**src/rtl/usb_frame_fifo.sv**
```systemverilog
`default_nettype none
// ============================================================================
// Module      : usb_frame_fifo
// Description : Whole-frame byte FIFO between the BLE packet analyzer and the
//               USB host side. Bytes of a frame are written speculatively and
//               become visible to the reader only after the frame completes.
//               A frame that does not fit is discarded in its entirety and
//               counted in a saturating drop counter.
// Ports       : clk_i       - system clock, rising edge
//               rst_i       - asynchronous reset, active-low
//               data_i      - byte from the packet analyzer
//               valid_i     - data_i valid (only honoured while frame_i=1)
//               frame_i     - high for the whole duration of one frame
//               data_o      - head byte of committed data (0 when empty)
//               last_o      - data_o is the final byte of its frame
//               valid_o     - committed byte available (first-word fall-through)
//               ready_i     - consumer pops data_o when valid_o & ready_i
//               level_o     - committed, unread entries
//               drop_cnt_o  - frames discarded, saturating
// Revision    : 1.0 - initial release
// ============================================================================
module usb_frame_fifo #(
    parameter int DEPTH = 64,
    parameter int CNT_W = 8
) (
    input  logic                     clk_i,
    input  logic                     rst_i,
    input  logic [7:0]               data_i,
    input  logic                     valid_i,
    input  logic                     frame_i,
    output logic [7:0]               data_o,
    output logic                     last_o,
    output logic                     valid_o,
    input  logic                     ready_i,
    output logic [$clog2(DEPTH):0]   level_o,
    output logic [CNT_W-1:0]         drop_cnt_o
);

    localparam int AW = $clog2(DEPTH);

    typedef enum logic [1:0] {
        ST_IDLE = 2'd0,
        ST_RECV = 2'd1,
        ST_DROP = 2'd2
    } state_t;

    // Storage entries are {last, byte}
    logic [8:0]       mem_q [DEPTH];

    state_t           state_q, state_d;
    logic [AW-1:0]    wr_ptr_q, wr_ptr_d;   // speculative write pointer
    logic [AW-1:0]    cmt_ptr_q, cmt_ptr_d; // end of committed data
    logic [AW-1:0]    rd_ptr_q, rd_ptr_d;
    logic [7:0]       stg_q, stg_d;         // most recent accepted byte
    logic             stg_vld_q, stg_vld_d;
    logic [CNT_W-1:0] drop_q, drop_d;

    logic             mem_we;
    logic [8:0]       mem_wdata;

    logic             accept;
    logic             full;
    logic             pop;
    logic [AW-1:0]    wr_inc;
    logic [AW-1:0]    level_raw;
    logic [8:0]       head;
    logic [CNT_W-1:0] drop_sat;

    assign accept    = frame_i & valid_i;
    assign wr_inc    = wr_ptr_q + 1'b1;
    // Uses the registered read pointer: a pop in the same cycle does not free space yet
    assign full      = (wr_inc == rd_ptr_q);
    assign valid_o   = (rd_ptr_q != cmt_ptr_q);
    assign pop       = valid_o & ready_i;
    assign head      = mem_q[rd_ptr_q];
    assign data_o    = valid_o ? head[7:0] : 8'h00;
    assign last_o    = valid_o ? head[8]   : 1'b0;
    assign level_raw = cmt_ptr_q - rd_ptr_q;
    assign level_o   = {1'b0, level_raw};
    assign drop_sat  = (&drop_q) ? drop_q : drop_q + 1'b1;
    assign drop_cnt_o = drop_q;

    always_comb begin
        state_d   = state_q;
        wr_ptr_d  = wr_ptr_q;
        cmt_ptr_d = cmt_ptr_q;
        rd_ptr_d  = pop ? rd_ptr_q + 1'b1 : rd_ptr_q;
        stg_d     = stg_q;
        stg_vld_d = stg_vld_q;
        drop_d    = drop_q;
        mem_we    = 1'b0;
        mem_wdata = 9'h000;

        case (state_q)
            ST_IDLE: begin
                if (frame_i) begin
                    state_d = ST_RECV;
                    if (accept) begin
                        stg_d     = data_i;
                        stg_vld_d = 1'b1;
                    end
                end
            end

            ST_RECV: begin
                if (frame_i) begin
                    if (accept) begin
                        if (stg_vld_q) begin
                            // Staged byte is now known not to be the last one
                            if (full) begin
                                state_d   = ST_DROP;
                                stg_vld_d = 1'b0;
                            end else begin
                                mem_we    = 1'b1;
                                mem_wdata = {1'b0, stg_q};
                                wr_ptr_d  = wr_inc;
                                stg_d     = data_i;
                            end
                        end else begin
                            stg_d     = data_i;
                            stg_vld_d = 1'b1;
                        end
                    end
                end else begin
                    state_d   = ST_IDLE;
                    stg_vld_d = 1'b0;
                    // An empty frame leaves wr_ptr == cmt_ptr and commits nothing
                    if (stg_vld_q) begin
                        if (full) begin
                            wr_ptr_d = cmt_ptr_q;
                            drop_d   = drop_sat;
                        end else begin
                            mem_we    = 1'b1;
                            mem_wdata = {1'b1, stg_q};
                            wr_ptr_d  = wr_inc;
                            cmt_ptr_d = wr_inc;
                        end
                    end
                end
            end

            ST_DROP: begin
                if (!frame_i) begin
                    state_d   = ST_IDLE;
                    wr_ptr_d  = cmt_ptr_q;
                    stg_vld_d = 1'b0;
                    drop_d    = drop_sat;
                end
            end

            default: begin
                state_d = ST_IDLE;
            end
        endcase
    end

    always_ff @(posedge clk_i or negedge rst_i) begin
        if (!rst_i) begin
            state_q   <= ST_IDLE;
            wr_ptr_q  <= '0;
            cmt_ptr_q <= '0;
            rd_ptr_q  <= '0;
            stg_q     <= 8'h00;
            stg_vld_q <= 1'b0;
            drop_q    <= '0;
        end else begin
            state_q   <= state_d;
            wr_ptr_q  <= wr_ptr_d;
            cmt_ptr_q <= cmt_ptr_d;
            rd_ptr_q  <= rd_ptr_d;
            stg_q     <= stg_d;
            stg_vld_q <= stg_vld_d;
            drop_q    <= drop_d;
        end
    end

    // Array contents need no reset: outputs are gated by valid_o
    always_ff @(posedge clk_i) begin
        if (mem_we) begin
            mem_q[wr_ptr_q] <= mem_wdata;
        end
    end

endmodule
`default_nettype wire

```
**config.mk**
```make
export PLATFORM = sky130hd
export DESIGN_NAME = usb_frame_fifo
export DESIGN_NICKNAME = d
export VERILOG_FILES = /design/src/rtl/usb_frame_fifo.sv
export SDC_FILE = /design/constraint.sdc
export NUM_CORES = 1
export LEC_CHECK = 0
export ABC_AREA = 1
export CELL_PAD_IN_SITES_DETAIL_PLACEMENT = 1
export CELL_PAD_IN_SITES_GLOBAL_PLACEMENT = 2
export CORE_MARGIN = 8
export CORE_UTILIZATION = 45
export DETAILED_ROUTE_END_ITERATION = 8
export GPL_ROUTABILITY_DRIVEN = 0
export GPL_TIMING_DRIVEN = 0
export PLACE_DENSITY = 0.8
export SLEW_MARGIN = 30
export SYNTH_ARGS = -nofsm -noshare
export SYNTH_HDL_FRONTEND = slang
export SYNTH_SLANG_ARGS = --single-unit
```
**constraint.sdc**
```tcl
create_clock -name clk_i -period 8.42 [get_ports clk_i]
set_clock_uncertainty 0.1 [all_clocks]
set_input_delay 0.842 -clock clk_i [delete_from_list [all_inputs] [get_ports clk_i]]
set_output_delay 0.842 -clock clk_i [all_outputs]
set_load 0.01 [all_outputs]
```
==> flow_summary.yaml <==
# flow metrics
cts:
  cts_resized: 0
  cts_tree: "built"
  clk_path_buf_depth: 3
  post_cts_buffers: 0
  clk_pin_slew_ns: 0.06
  cts.htree.levels: 3
  cts_buffers: 67
  clock-sinks: 613
  hold_buffers: 1
  cts-root-buf: "clkbuf_16"
yosys:
  synth-main-ff-cell: "edfxtp_1"
  topCellsByArea: "edfxtp_1 68%, nor2_1 6.0%, o21ai_0 5.6%"
  synth_cell_types: 38
  top_area_share_pct: 68.3
  ys_chip_area_um2: 25300
  postSynthSeqShare_pct: 72.0
  edf_count: 576
  top_area_cell: "edfxtp_1"
  avgSynthCellArea_um2: 12.0
  synthArstFlopShare_pct: 6.04
  yosys_cells: 2104
  syn_area_um2: 25300
  netlist_instances: 2104
  floorplan.nets: 2126
  ys_warn_count: 0
  numSynthFlops: 613
drt:
  post_drt_wl_per_cell_um: 32.4
  vias: 19138
  first_pass_iters: 5
  wirelength_um: 98500
  drc: 0
  drtIter0Drc: 2359
  routed_via_density: 6.30
layout:
  nets: 2257
  drive_gt1_share_pct: 10.2
  area_delta_synth_final_pct: 16.2
worst_setup_path:
  critPathSlowestCell: "clkbuf_1"
  end_kind: "output port"
  worstSetupStartpointType: "register"
  path_cells: "buf_2, inv_1, clkbuf_1, clkbuf_1, ha_1, nand3_1, nor3_1, nand2_1, clkinv_1, a21oi_1, clkdlybuf4s50_1"
  worst-path-buf-inv: 6
  timing.setup.critical_path_class: "reg2out"
  cp_top_family: "buffers and inverters"
  max_stage_delay_ns: 0.80
  path_common_cell: "clkbuf_1"
  required_ns: 7.48
outcome:
  status: "finished clean"
global_route:
  use_met1_pct: 40.6
  grt_busiest_layer: "met2"
  antenna_found_initial: 2
  grt_start_max_net_pins: 61
  met3_usage_pct: 5.07
  grt.overflow.total: 0
  grt_usage_pct: 30.7
  grt_pass1_wl_um: 140000
  grt_use_met2_pct: 48.5
  grt_pass1_vias: 19501
power_and_ir_drop:
  p_seq_share_pct: 31.9
  switching_share_pct: 44.1
  power_leader: "combinational logic"
  p_clk_share_pct: 24.6
  powerSeq_mw: 3.66
  power.switching_mw: 5.08
  internal_power_mw: 6.42
  power_frac_comb_pct: 43.5
  power_density_nw_per_um2: 391
  p_leak_nw: 9.95
  powerComb_mw: 5.00
sta:
  layout_setup_ws_ns: 1.94
  tightest_slew_ns: 1.11
  finalMaxSlewViolations: 0
  rsz0062_at_grt: "false"
  slew_headroom_pct: 26.0
  final.min_clock_period_ns: 6.48
  clock.fmax_mhz: 154
  finalCritPeriodShare_pct: 76.9
  finalSetupTns_ns: 0
floorplan:
  die-height_um: 253
  rows: 87
  initCoreUtil_pct: 45.2
  ioPinCount: 38
  core_um2: 56100
  die_area_um2: 64100
  die_w_um: 253
place:
  place_ws_ns: 2.78
  io_buffers: 35
run:
  warnings: 26
  max_cap_violations: 0
-- layer usage --
metal / up-vias / routed length [um]
met4: 0 / 5550
met5: - / 0
li1: 7886 / -
met3: 261 / 9410
met1: 9847 / 38200
met2: 1144 / 45400
-- placed cells by master (no fill, tap or decap), types with 17 or more instances in the layout --
cell,n
o22ai_1,53
buf_2,24
nor2_2,38
clkbuf_1,102
a21oi_1,54
buf_16,17
dfrtp_1,37
inv_1,47
nand2_1,234
o221ai_1,18
edfxtp_1,576
nor2_1,358
o21ai_0,283
nand3_1,127
o211ai_1,54
clkbuf_16,69
clkdlybuf4s50_1,34
-- kinds of logic after synthesis --
group / after synthesis / synth area share [%]
AND-OR/OR-AND: 469 / 10.4
AND/OR/NAND/NOR: 814 / 13.7
XOR/XNOR: 16 / 0.553
buffers and inverters: 182 / 2.90
other: 1 / 0.0148
adder cells (fa/ha/maj): 9 / 0.474
flip-flops: 613 / 72.0
-- state kept, by name, indices dropped and copies added, names as in the netlist --
| register | flops |
|---|---|
| rd_ptr_q | 6 |
| state_q | 2 |
| cmt_ptr_q | 6 |
| stg_q | 8 |
| mem_q | 576 |
| stg_vld_q | 1 |
| wr_ptr_q | 6 |
| drop_cnt_o | 8 |
-- worst min-delay path, cell delays in order (launching register included) --
cell and delay (ns):
dfrtp_1 0.34, nand2_1 0.05, nand2_1 0.05
-- synthesized netlist by cell type, types with 3 or more instances --
master / number
clkbuf_1: 89
or2_2: 7
a21oi_1: 54
nor2_1: 402
o21ai_0: 283
nand2_4: 3
dfrtp_1: 37
o211ai_1: 54
xnor2_1: 3
a31oi_1: 4
xor2_1: 13
nand4_4: 6
edfxtp_1: 576
nand2_1: 234
nor3_1: 10
buf_1: 11
inv_2: 3
inv_1: 48
buf_4: 3
nand2_2: 7
nand4_1: 10
buf_2: 23
ha_1: 8
o22ai_1: 53
nand3_1: 127
clkinv_1: 3
o221ai_1: 18
-- area by class of cell --
cell class	count	area (um2)
Fill cell	5754	26600
Sequential cell	613	18200
Multi-Input combinational cell	1309	6560
Clock buffer	92	1840
Tap cell	756	946
Timing Repair Buffer	62	923
Buffer	126	522
Inverter	56	223
Clock inverter	24	194
Antenna cell	1	2.50
-- final timing paths --
kind                        startpoint     endpoint  slack [ns]  cells after the start
max                        rd_ptr_q[1]    data_o[4]        1.94                     11
min                           stg_q[5]     stg_q[5]        0.37                      2
max reg2reg                rd_ptr_q[1]  rd_ptr_q[5]        4.02                     12
min reg2reg                   stg_q[5]     stg_q[5]        0.37                      2
max in group asynchronous        rst_i  rd_ptr_q[3]        7.21                      3
min in group asynchronous        rst_i     stg_q[3]        0.54                      2
-- through the flow --
step	total power [mW]	hold WS, ns	area, um2	std cells
finish	11.5	0.373	29400	3039
detailed placement	8.54	0.362	27300	2921
CTS	11.3	0.377	29400	3038
floorplan	6.06	0.342	25300	2104
global placement	8.30	0.355	26600	2895
global route	11.8	0.405	29400	3038
Signal wires by layer:
Drawn at 2 px/um.
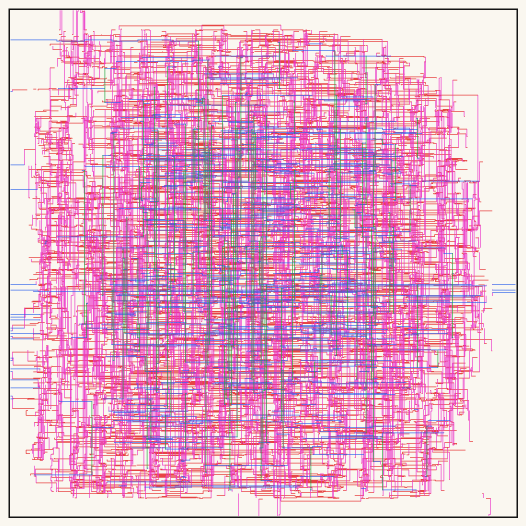
legend:
  green:
    layer: M4
    wire_length: 5550 um
  magenta:
    layer: M2
    wire_length: 45.4 mm
  red:
    layer: M1
    wire_length: 38.2 mm
  blue:
    layer: M3
    wire_length: 9410 um

Sequential cells grouped by signal name:
Drawn at 2 px/um. Other sequential cells in the stronger gray, the rest of the logic in the fainter gray.
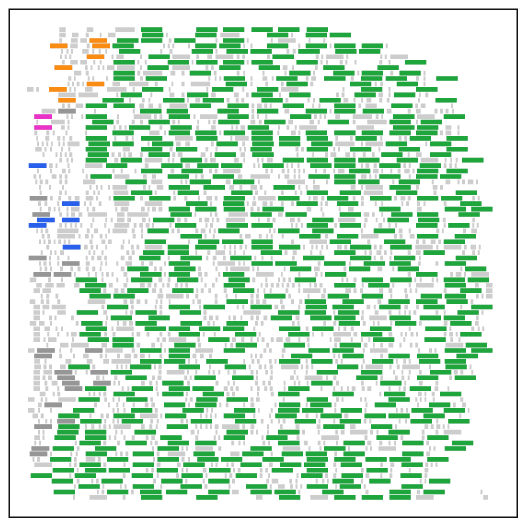
legend:
  green:
    name_in_the_netlist: mem_q
    sequential_cells: 576
    where: spread over the die
  orange:
    name_in_the_netlist: stg_q
    sequential_cells: 8
    where: upper left
  magenta:
    name_in_the_netlist: state_q
    sequential_cells: 2
  blue:
    name_in_the_netlist: wr_ptr_q
    sequential_cells: 6
    where: middle left
not colored: 21
Layout Utilization: 52.5%
sequential cell area: 18200 um2

Clock routing:
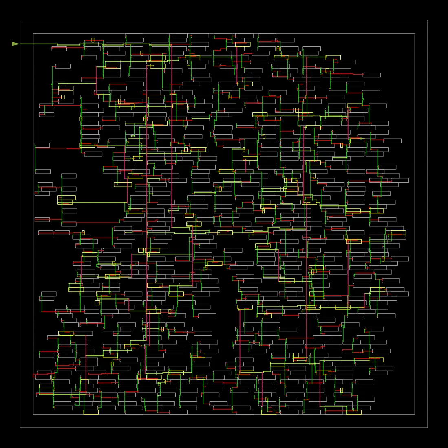
Clock Latency Late Sink: 0.62 ns
Clock Power: 2.83 mW
Seq cells: 613

Met4 routing:
Drawn at 2 px/um. Supply wires on this layer in gray.
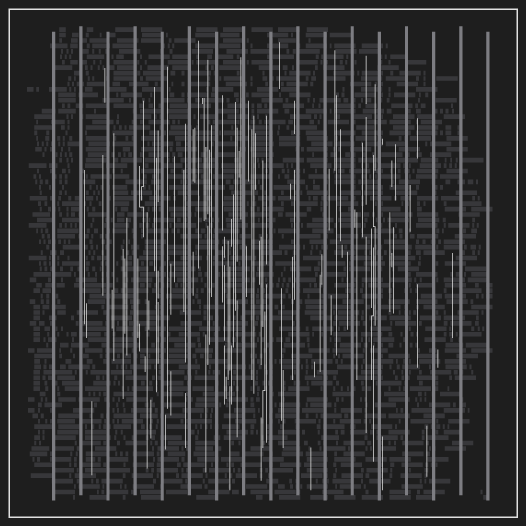
longest straight run: 171 um
nets with wire on the layer: 83
wire length on this layer: 5550 um

Power and IR drop assume default switching activity.
